==> config.mk <==
export PLATFORM = sky130hd
export DESIGN_NAME = freq_meter
export DESIGN_NICKNAME = d
export VERILOG_FILES = /design/src/rtl/freq_meter_pkg.sv /design/src/rtl/freq_meter_sync_rise_det.sv /design/src/rtl/freq_meter.sv
export SDC_FILE = /design/constraint.sdc
export NUM_CORES = 1
export LEC_CHECK = 0
export ABC_AREA = 1
export CORE_AREA = 2 2 110 112
export DETAILED_ROUTE_END_ITERATION = 12
export DIE_AREA = 0 0 112 114
export PLACE_DENSITY = 0.73
export SETUP_SLACK_MARGIN = 0.2
export SYNTH_ARGS = -nofsm -noshare
export SYNTH_HDL_FRONTEND = slang
export SYNTH_SLANG_ARGS = --single-unit
==> constraint.sdc <==
create_clock -name clk100MHz -period 1.7 [get_ports clk100MHz]
set_input_delay 0.17 -clock clk100MHz [delete_from_list [all_inputs] [get_ports clk100MHz]]
set_output_delay 0.17 -clock clk100MHz [all_outputs]
set_load 0.01 [all_outputs]
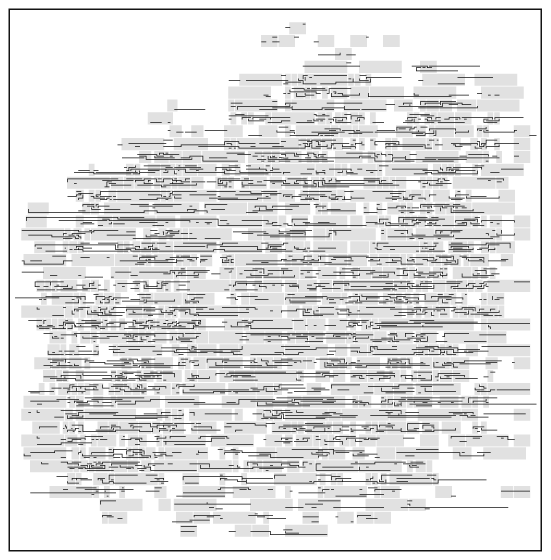
Fig. 1. The metal 1 layer.
The layer carries 6210 um of wire. The layer holds 37% of the routed length. The longest straight run is 26.7 um. The wires run mostly horizontal. 781 nets have wire on it.
total length of routed wires: 16800 um
DR vias: 5432
grt met1 use: 27.3%

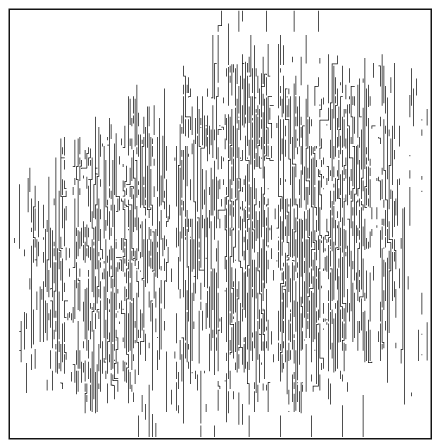
Fig. 2. Metal 2.
The layer holds 52% of the routed length. The wires run mostly vertical. The longest straight run is 52.4 um. 741 nets have wire on it.
M2 GR Usage: 45.9%

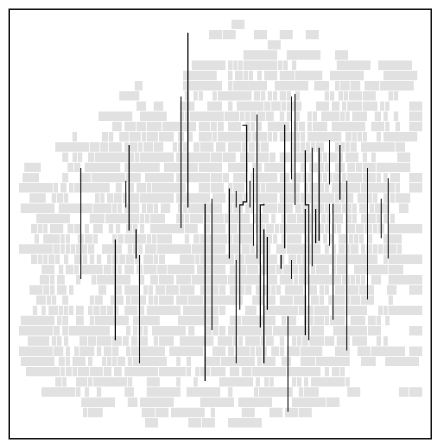
Fig. 3. Metal 4.
The longest straight run is 46.9 um. 33 nets have wire on it. The layer carries 982 um of wire. The wires run mostly vertical. The layer holds 5.9% of the routed length.

==> impl_metrics.json <==
{
  "status": "finished, violations left",
  "violations": "negative setup slack",
  "die_y_um": 114,
  "ys_seq_share_pct": 44.2,
  "power_frac_seq_pct": 39.0,
  "synthAdderAreaFrac_pct": 0.497,
  "synthTopLogicFamily": "simple AND/OR/NAND/NOR gates",
  "drt_iter0_drc": 374,
  "slew_violations": 0,
  "syn_area_um2": 5030,
  "p_per_area_nw_per_um2": 838,
  "yosysUniqueCellTypes": 29,
  "ys_sh_aoi_pct": 4.55,
  "xor_area_share_pct": 2.61,
  "ys_warn_count": 0,
  "tns_ps": -1050,
  "cts_tree": "done",
  "endpoint_kind": "register",
  "placed_cells": 930,
  "cp-start-kind": "register",
  "wl_per_cell_um": 17.1,
  "detail-route-antenna-nets": 0,
  "ys.flop_type": "dfrtp_1",
  "arrival_ps": 1990,
  "power_leakage_nw": 3.67,
  "cp_slowest_stage_delay_ps": 470,
  "nets": 835,
  "overflow": 0,
  "drcViolationCount": 0,
  "finalSetupViolCount": 42,
  "dp_hpwl_um": 9890,
  "edf_count": 0,
  "cp.required_ps": 1920,
  "clkPwrFrac_pct": 35.5,
  "ys_sh_mux_pct": 0,
  "rsz0062_at_grt": "yes",
  "cts_max_path_buffers": 2,
  "fmax_mhz": 566,
  "dr.pass1.iters": 6,
  "logic_area_um2": 3220,
  "synth.cellmix.simpleShare_pct": 39.9,
  "switching_power_mw": 2.01,
  "floorplan.nets": 717,
  "power.internal_mw": 4.34,
  "synthCells": 711,
  "hold_path.class": "primary input to register",
  "finalNonFillerCells": 980,
  "groute.layer.met3.usage_pct": 4.41,
  "fin_crit_sh_pct": 104,
  "sw_frac_of_total_pct": 31.7,
  "pin_count": 34,
  "layout_top_cell": "nand2_1",
  "tightest_slew_ps": 458,
  "place_area_um2": 6190,
  "skew_ps": 15.2,
  "die_area_um2": 12800,
  "antenna_found_initial": 0,
  "grt_start_max_net_pins": 37,
  "fin_area_um2": 7580,
  "drv_cap": 0,
  "routed_via_density": 5.54,
  "peakVddDrop_mv": 0.721,
  "critPathSlowestCell": "dfrtp_1",
  "clk-insertion-delay-late_ps": 350,
  "gp_routability_congestion": 0.981,
  "track_usage_pct": 24.6,
  "clk_pin_slew_ps": 70,
  "grt_pass1_vias": 5416,
  "hold_violations": 0,
  "io_buffers": 33,
  "pwr-share-comb_pct": 25.5,
  "layout_top_cells": "nand2_1, dfrtp_1, inv_1",
  "reg2reg_depth": 11,
  "coreArea_um2": 11700,
  "crit_chain": "nand2_2 > nor2_4 > nand2_4 > nor2_4 > nand2_4 > nand2_8 > buf_12 > buf_12 > nand2_4 > nand3_2 > o21ai_1",
  "setup_ws_ps": -65.7,
  "finalCriticalPeriod_ps": 1770,
  "path_max_fanout": 6,
  "n_fill_cell": 894,
  "syn2layout_area_growth_pct": 50.6,
  "num_rows": 40,
  "ys_area_um2": 5030,
  "diodes": 0,
  "ff_latch_area_um2": 2230
}
==> critical path: cells and delay by family (launching register included) <==
| kind | cells | cell delay, ps |
|---|---|---|
| simple gates | 8 | 810 |
| flops | 1 | 470 |
| buf+inv | 2 | 260 |
| compound gates | 1 | 80 |
==> final cells by class <==
cell class | instances | area share, %
Clock buffer | 13 | 3.57
Clock inverter | 2 | 0.792
Inverter | 77 | 4.18
Multi-Input combinational cell | 526 | 42.5
Sequential cell | 89 | 29.4
Timing Repair Buffer | 125 | 17.0
Timing Repair inverter | 1 | 0.149
Tap cell | 147 | 2.43
==> routing by layer <==
metal,up-vias,share of wire (%)
li1,2498,-
met1,2619,37
met2,231,52
met3,84,5.0
met4,0,5.9
met5,-,0
==> cells in the mapped netlist (7+ instances only) <==
master    number  area [um2]
xor2_1        14         123
nor2_1        74         278
dfrtp_1       89        2230
clkbuf_1       7        26.3
nor3_1        12        60.1
a21oi_1        8        40.0
inv_1         75         282
o21ai_0       30         150
nand2_1      246         923
nand3_1       98         490
nand4_1       13        81.3
nand2_2       13        81.3
==> logic make-up (layout without fill, tap and decap cells) <==
kind of cell,count (synthesis),after routing
buffers and inverters,96,218
AND/OR/NAND/NOR,466,466
AND-OR/OR-AND,43,43
adder cells (fa/ha/maj),2,2
XOR/XNOR,15,15
flip-flops,89,89
==> repair_timing <==
item                                    CTS  global route
endpoints found under the setup margin   72            82
resized                                  90           102
pin swaps                                36            38
cloned                                    2             3
hold endpoints to repair                 29             0
hold buffers                              1             0
buffers inserted                         19            10
==> power groups by stage <==
stage	Sequential (mW)	Combinational (mW)	Clock, mW
finish	2.48	1.62	2.25
global route	2.49	1.75	2.34
detailed placement	2.48	1.20	0
global placement	2.47	1.16	0
floorplan	2.49	0.724	0
CTS	2.46	1.42	2.25
==> through the flow <==
step	worst slack [ps]	hold WS [ps]	total power, mW	util [%]
4_1_cts	30.4	271	6.12	60.3
5_1_grt	-115	265	6.59	64.7
6_report	-65.7	271	6.35	64.7
3_3_place_gp	-44.6	148	3.63	52.8
2_1_floorplan	69.0	-126	3.22	-
3_5_place_dp	-60.7	153	3.68	52.8
No activity file was given, so power comes from the tool's default toggle rates.
